File: src/rtl/mem_pkg.sv
// Shared definitions for the mc_mem_port data memory port:
// FSM state encoding, default widths and a constant clog2 helper.
package mem_pkg;

   typedef enum logic [1:0] {
      IDLE = 2'd0,
      WAIT = 2'd1,
      RESP = 2'd2
   } state_t;

   localparam int DEF_DATA_W = 16;
   localparam int DEF_ADDR_W = 8;

   // Ceiling log2 usable in parameter expressions; clog2(1) = 0.
   function automatic int clog2(input int value);
      int result;
      int v;
      result = 0;
      v      = value - 1;
      while (v > 0) begin
         result = result + 1;
         v      = v >> 1;
      end
      return result;
   endfunction

endpackage

File: src/rtl/mem_array.sv
// Word storage for mc_mem_port: synchronous write, registered read.
// The read register is cleared by reset and by the clr strobe, which the
// port raises on write completion (and on a rejected out-of-range access).
module mem_array
   import mem_pkg::*;
#(
   parameter int DATA_W = DEF_DATA_W,
   parameter int DEPTH  = 16,
   parameter int IDX_W  = (DEPTH > 1) ? clog2(DEPTH) : 1
) (
   input  logic              clock,
   input  logic              reset_n,
   input  logic              we,
   input  logic              re,
   input  logic              clr,
   input  logic [IDX_W-1:0]  addr,
   input  logic [DATA_W-1:0] wdata,
   output logic [DATA_W-1:0] rdata
);

   logic [DATA_W-1:0] mem [DEPTH];

   // Storage write port.
   // NOTE: the array has no reset so it maps onto plain RAM; contents survive reset_n.
   always_ff @(posedge clock) begin
      if (we) begin
         mem[addr] <= wdata;
      end
   end

   // Registered read data; holds its value between accesses.
   // NOTE: sequential state uses non-blocking assignments so every register samples pre-edge values.
   always_ff @(posedge clock or negedge reset_n) begin
      if (!reset_n) begin
         rdata <= '0;
      end else if (re) begin
         rdata <= mem[addr];
      end else if (clr) begin
         rdata <= '0;
      end
   end

endmodule

File: src/rtl/mc_mem_port.sv
// Multicycle data memory port: one request at a time over valid/ready,
// LATENCY wait cycles to commit, then a one-cycle response pulse.
// Optional build macro MEM_BOUNDS_CHECK_EN: addresses >= DEPTH are flagged
// with rsp_err, writes are suppressed and reads return 0. Without it the
// address wraps modulo DEPTH and rsp_err is tied low.
module mc_mem_port
   import mem_pkg::*;
#(
   parameter int DATA_W  = DEF_DATA_W,
   parameter int ADDR_W  = DEF_ADDR_W,
   parameter int DEPTH   = 16,
   parameter int LATENCY = 2
) (
   input  logic              clock,
   input  logic              reset_n,
   input  logic              req_valid,
   input  logic              req_we,
   input  logic [ADDR_W-1:0] req_addr,
   input  logic [DATA_W-1:0] req_wdata,
   output logic              req_ready,
   output logic              rsp_valid,
   output logic [DATA_W-1:0] rsp_rdata,
   output logic              rsp_err,
   output logic              busy
);

   localparam int IDX_W = (DEPTH > 1) ? clog2(DEPTH) : 1;
   localparam int CNT_W = (LATENCY > 1) ? clog2(LATENCY) : 1;

   state_t              state_q;
   state_t              state_d;
   logic [CNT_W-1:0]    cnt_q;
   logic                we_q;
   logic [ADDR_W-1:0]   addr_q;
   logic [DATA_W-1:0]   wdata_q;
   logic                commit;
   logic                oob;
   logic                mem_we;
   logic                mem_re;
   logic                mem_clr;

   // FSM state register.
   always_ff @(posedge clock or negedge reset_n) begin
      if (!reset_n) begin
         state_q <= IDLE;
      end else begin
         state_q <= state_d;
      end
   end

   // Next-state and handshake outputs.
   always_comb begin
      // NOTE: every output gets a default first so no path through the case infers a latch.
      state_d   = state_q;
      req_ready = 1'b0;
      rsp_valid = 1'b0;
      busy      = 1'b1;
      commit    = 1'b0;
      case (state_q)
         IDLE: begin
            req_ready = 1'b1;
            busy      = 1'b0;
            if (req_valid) begin
               state_d = WAIT;
            end
         end
         WAIT: begin
            if (cnt_q == '0) begin
               commit  = 1'b1;
               state_d = RESP;
            end
         end
         RESP: begin
            rsp_valid = 1'b1;
            state_d   = IDLE;
         end
         default: begin
            busy    = 1'b0;
            state_d = IDLE;
         end
      endcase
   end

   // Request capture on acceptance and wait-cycle countdown.
   always_ff @(posedge clock or negedge reset_n) begin
      if (!reset_n) begin
         cnt_q   <= '0;
         we_q    <= 1'b0;
         addr_q  <= '0;
         wdata_q <= '0;
      end else if (state_q == IDLE && req_valid) begin
         cnt_q   <= CNT_W'(LATENCY - 1);
         we_q    <= req_we;
         addr_q  <= req_addr;
         wdata_q <= req_wdata;
      end else if (state_q == WAIT && cnt_q != '0) begin
         cnt_q <= cnt_q - 1'b1;
      end
   end

`ifdef MEM_BOUNDS_CHECK_EN
   logic err_q;

   // Out-of-range test on the full latched address.
   assign oob = ({1'b0, addr_q} >= (ADDR_W + 1)'(DEPTH));

   // Error flag captured at commit, dropped as the response retires.
   always_ff @(posedge clock or negedge reset_n) begin
      if (!reset_n) begin
         err_q <= 1'b0;
      end else if (commit) begin
         err_q <= oob;
      end else if (state_q == RESP) begin
         err_q <= 1'b0;
      end
   end

   assign rsp_err = err_q;
`else
   assign oob     = 1'b0;
   assign rsp_err = 1'b0;

   // Upper address bits are intentionally ignored: the index wraps.
   if (IDX_W < ADDR_W) begin : g_wrap
      logic unused_addr_hi;
      assign unused_addr_hi = ^addr_q[ADDR_W-1:IDX_W];
   end
`endif

   assign mem_we  = commit &  we_q & ~oob;
   assign mem_re  = commit & ~we_q & ~oob;
   assign mem_clr = commit & (we_q | oob);

   mem_array #(
      .DATA_W (DATA_W),
      .DEPTH  (DEPTH),
      .IDX_W  (IDX_W)
   ) u_mem (
      .clock   (clock),
      .reset_n (reset_n),
      .we      (mem_we),
      .re      (mem_re),
      .clr     (mem_clr),
      .addr    (addr_q[IDX_W-1:0]),
      .wdata   (wdata_q),
      .rdata   (rsp_rdata)
   );

endmodule

File: config.mk
export PLATFORM = sky130hd
export DESIGN_NAME = mc_mem_port
export DESIGN_NICKNAME = d
export VERILOG_FILES = /design/src/rtl/mem_pkg.sv /design/src/rtl/mem_array.sv /design/src/rtl/mc_mem_port.sv
export SDC_FILE = /design/constraint.sdc
export NUM_CORES = 1
export LEC_CHECK = 0
export CAP_MARGIN = 10
export CORE_UTILIZATION = 50
export DETAILED_ROUTE_END_ITERATION = 7
export PLACE_DENSITY = 0.68
export SYNTH_ARGS = -nofsm -noshare
export SYNTH_HDL_FRONTEND = slang
export SYNTH_SLANG_ARGS = --single-unit
File: constraint.sdc
create_clock -name clock -period 7.1 [get_ports clock]
set_clock_uncertainty 0.1 [all_clocks]
set_input_delay 1.42 -clock clock [delete_from_list [all_inputs] [get_ports clock]]
set_output_delay 1.42 -clock clock [all_outputs]
set_load 0.01 [all_outputs]
### Metal 4

The bar under the picture is 50 um long. Supply wires on this layer in grey.
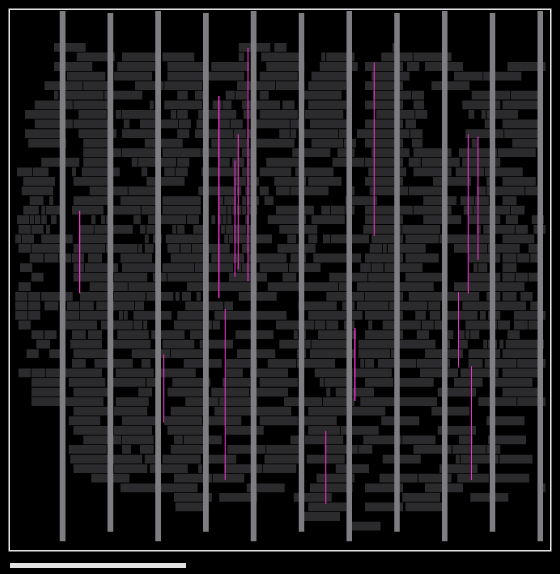
nets with wire on the layer: 6
longest straight run: 66.0 um
wire length on this layer: 507 um
main direction: vertical
share of all routed wire: 2.2%

### Placed cells, one colour a class

The bar under the picture is 50 um long. Fill, decap, tap and diode cells in grey.
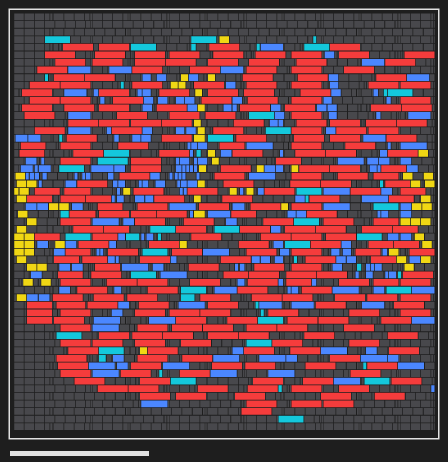
legend:
  blue:
    class: all other logic
    cells: 229
  yellow:
    class: other buffers and delay cells
    cells: 65
  cyan:
    class: clock drivers and dummy loads
    cells: 53
  red:
    class: flip-flops
    cells: 296
standard-cell row count: 55
fraction of area in registers: 66.2%
Post-Layout Inst Area: 13100 um^2

### Congestion heat map

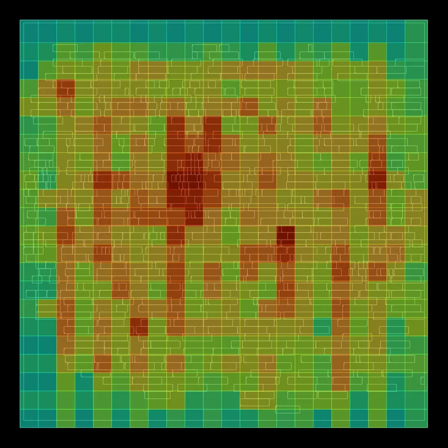
GR peak layer: met2
Tot GR Track Use: 20.1%
grt met3 use: 2.89%
grt met1 use: 28.7%

### Placement density heat map

15 x 15 tiles, from white (low) to dark blue (high), 0 to 100% covered.
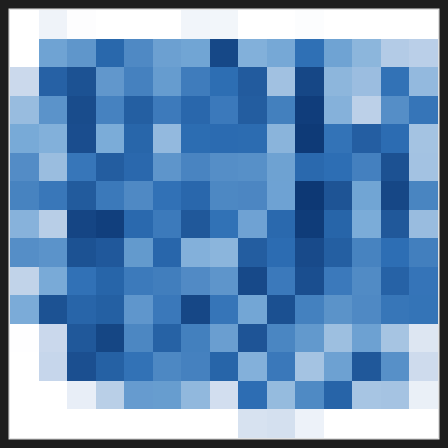
densest ninth of the die: middle right
mean over tiles: 54%
nearly empty tiles: 13%
fullest tile: 97%
tiles over 75% full: 28%
core occupancy in the finished layout: 58.2%
initial core utilization: 50.8%
Core Region: 22600 um^2

### M1 wires

Supply wires on this layer in grey.
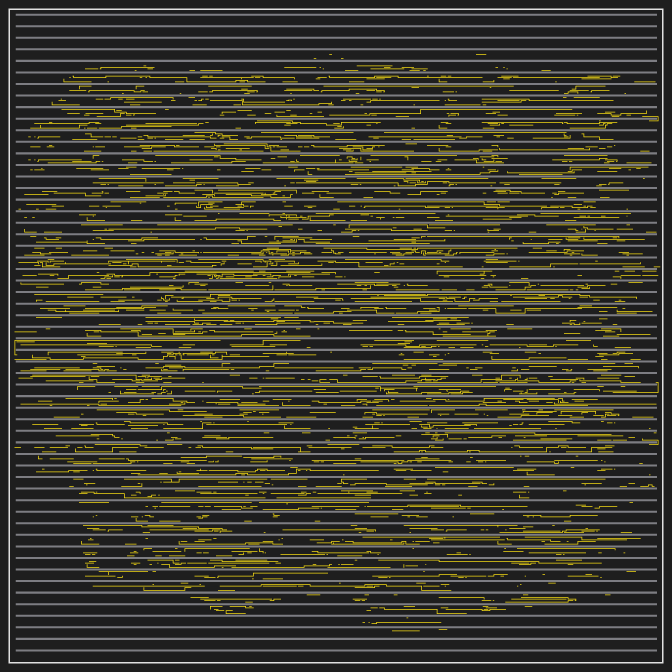
nets with wire on the layer: 602
longest straight run: 50.6 um
wire length on this layer: 9910 um
share of all routed wire: 43%

==> summary.log <==
qor: run_status.run_status finished clean
qor: layout.logic_area 2600 um^2
qor: yosys.synth.lib_cells_used.distinct 31
qor: yosys.synthesis.area_per_instance 20.5 um^2
qor: power.maxPowerGroup registers
qor: route.dr.pass1.iters 5
qor: hold_path.min-delay-path-class reg2reg
qor: placed_design.pre_cts_slack 3650 ps
qor: route.drtAntennaViolNets 0
qor: placed_design.dp.final_hpwl 13.3 mm
qor: layout.finalNetCount 653
qor: layout.dominant-cell-class sequential cells
qor: cts.cts-root-buf clkbuf_16
qor: critical_path.critPathArrivalTime 3570 ps
qor: critical_path.worst-setup-path-type reg2reg
qor: cts.cts_post_setup_buffers_inserted 0
qor: timing.worst_slack 3660 ps
qor: yosys.yosys_reg_bits 296
qor: hold_path.hold_depth 2
qor: yosys.enable_flop_cells 256
qor: floorplanning.die_w 153 um
qor: route.route.vias.total 5486
qor: hold_path.hold_path.startpoint u_mem.rdata[7]$_DFFE_PN0P_
qor: layout.clock_cell_share_of_area 6.66%
qor: layout.comb_area_share 19.8%
qor: global_route.antenna_found_initial 0
qor: yosys.yosys_warnings 0
qor: yosys.synth-seq-area-share 75.8%
qor: global_route.grt_start_max_net_pins 69
qor: yosys.post_synth_instance_area 11500 um^2
qor: layout.layout.non_clock_inverters 5
qor: cts.cts-root-to-sink-buffers 3
qor: critical_path.worst_r2r_startpoint state_q[1]$_DFFE_PN0P_
qor: yosys.fa_ha_area_share 0.437%
qor: critical_path.worstReg2RegEnd u_mem.mem[7][10]$_DFFE_PP_
qor: yosys.netlist_top_cells_count 256 x edfxtp_1, 40 x dfrtp_1, 38 x mux2_2
qor: critical_path.endpoint u_mem.mem[7][10]$_DFFE_PP_
qor: placed_design.globalplace.congestion 0.780
qor: critical_path.r2r.worst_path.cells 7
qor: timing.timing_worst_slew_pin_value 1200 ps
qor: cts.clkTransAtPathRegs 60 ps
qor: yosys.synth_area_in_simple_gates 1.95%
qor: flow_run.warning_count 33
qor: cts.tritoncts_clock_tree yes
qor: yosys.mux_share 16.9%
qor: critical_path.setup.reg_to_reg.worst_slack 3660 ps
qor: yosys.netlist_logic_family_top multiplexers
qor: route.met1Wirelength 9.91 mm
qor: power.cellLeakagePower 4.54 nW
qor: yosys.synth_cells 558
qor: power.maximum_vdd_drop 295 uV
qor: timing.fmax 291 MHz
qor: power.seq_power_share 50.9%
qor: route.met2_length 11.3 mm
qor: placed_design.portBuffers 42
qor: timing.setup_total_negative_slack 0 ps
qor: yosys.top_area_share 67.1%
qor: layout.logic_gate_count 224
qor: cts.insertion_delay 530 ps
qor: power.clockNetworkPower 1.42 mW
qor: timing.worst_hold_slack 416 ps
qor: power.internal-power 3.63 mW
qor: yosys.synthXorXnorAreaFrac 0%
qor: yosys.most_frequently_used_cell_type_in_the_post_synthesis_netlist edfxtp_1
qor: layout.post_route_cells_drive_above_1_share 19.8%
qor: layout.fillCellCount 1659
qor: yosys.asyncSetResetFlopFracSynth 13.5%
qor: critical_path.startpoint state_q[1]$_DFFE_PN0P_
qor: layout.final.clkbuf_count 46
qor: timing.setup_viol 0
qor: route.post_drt_wl_per_cell 24.7 um
qor: route.detail_route.wirelength 22.9 mm
qor: global_route.grt_first_pass_wirelength 34.7 mm
qor: route.detailedRoute.firstIterationViolations 445
qor: cts.cts_buffers 29
qor: placed_design.detailed_place.area 12200 um^2
qor: route.route.detailed.drc 0
qor: yosys.synth_stat.cells 558
qor: layout.num-nonclk-buffers 65
qor: yosys.ys_chip_area 11500 um^2
qor: timing.timing_hold_violations_final 0
qor: global_route.global_route.overflow_total 0
qor: route.viasPerCell 5.91
qor: floorplanning.tapCellCount 285
qor: critical_path.setup.worst_path.start_class flop
qor: power.pg_seq 2.59 mW
qor: yosys.synth.area.top_cells edfxtp_1 67%, dfrtp_1 8.7%, mux4_1 6.6%
qor: layout.nonClkBufAreaFrac 4.53%
qor: cts.post_cts_resize_count 0
qor: yosys.ys.flop_type edfxtp_1
qor: flow_run.max_cap_violations 0
qor: yosys.synth_net_count 590
qor: global_route.vias_in_the_first_global_route 5630
qor: timing.report.final.slew_viol_count 0
qor: layout.n_sequential_cell 296
qor: layout.reg_top3 u_mem.mem: 256 flops, u_mem.rdata: 16 flops, wdata_q: 16 flops
qor: power.power 5.09 mW
qor: timing.timing.slew.headroom 19.6%
qor: placed_design.dp_cells 873
qor: critical_path.worstPathMaxFanout 18
qor: floorplanning.die_area 23500 um^2
qor: cts.cts_sinks 296
qor: route.route.top_layer_used met4
qor: power.powerDensity 387 nW/um^2
qor: layout.ff_latch_area 8690 um^2
qor: yosys.top_area_cell edfxtp_1
qor: hold_path.hold_path_end u_mem.rdata[7]$_DFFE_PN0P_
==> cell usage in the layout (no fill, tap or decap), drive strengths merged, types with 2 or more instances in the layout <==
cell type      synthesis  routed
edfxtp               256     256
mux4                  48      48
clkbuf                15      46
clkdlybuf4s50          0      41
dfrtp                 40      40
mux2                  38      38
mux2i                 32      32
buf                   18      24
nand2                 21      21
o21ai                 18      18
a221oi                16      16
a22oi                 16      16
nor2                  14      14
inv                    5       6
nor3                   5       5
ha                     4       4
clkinv                 0       4
nand2b                 3       3
a21oi                  2       2
==> worst max-delay path, cell delays in order (launching register included) <==
cell and delay, ps:
dfrtp_1 390, inv_1 100, ha_1 260, nand2b_1 550, inv_1 170, nand4_1 240, nor2_1 1000, buf_4 310
Power is estimated from default activity; no workload was simulated.
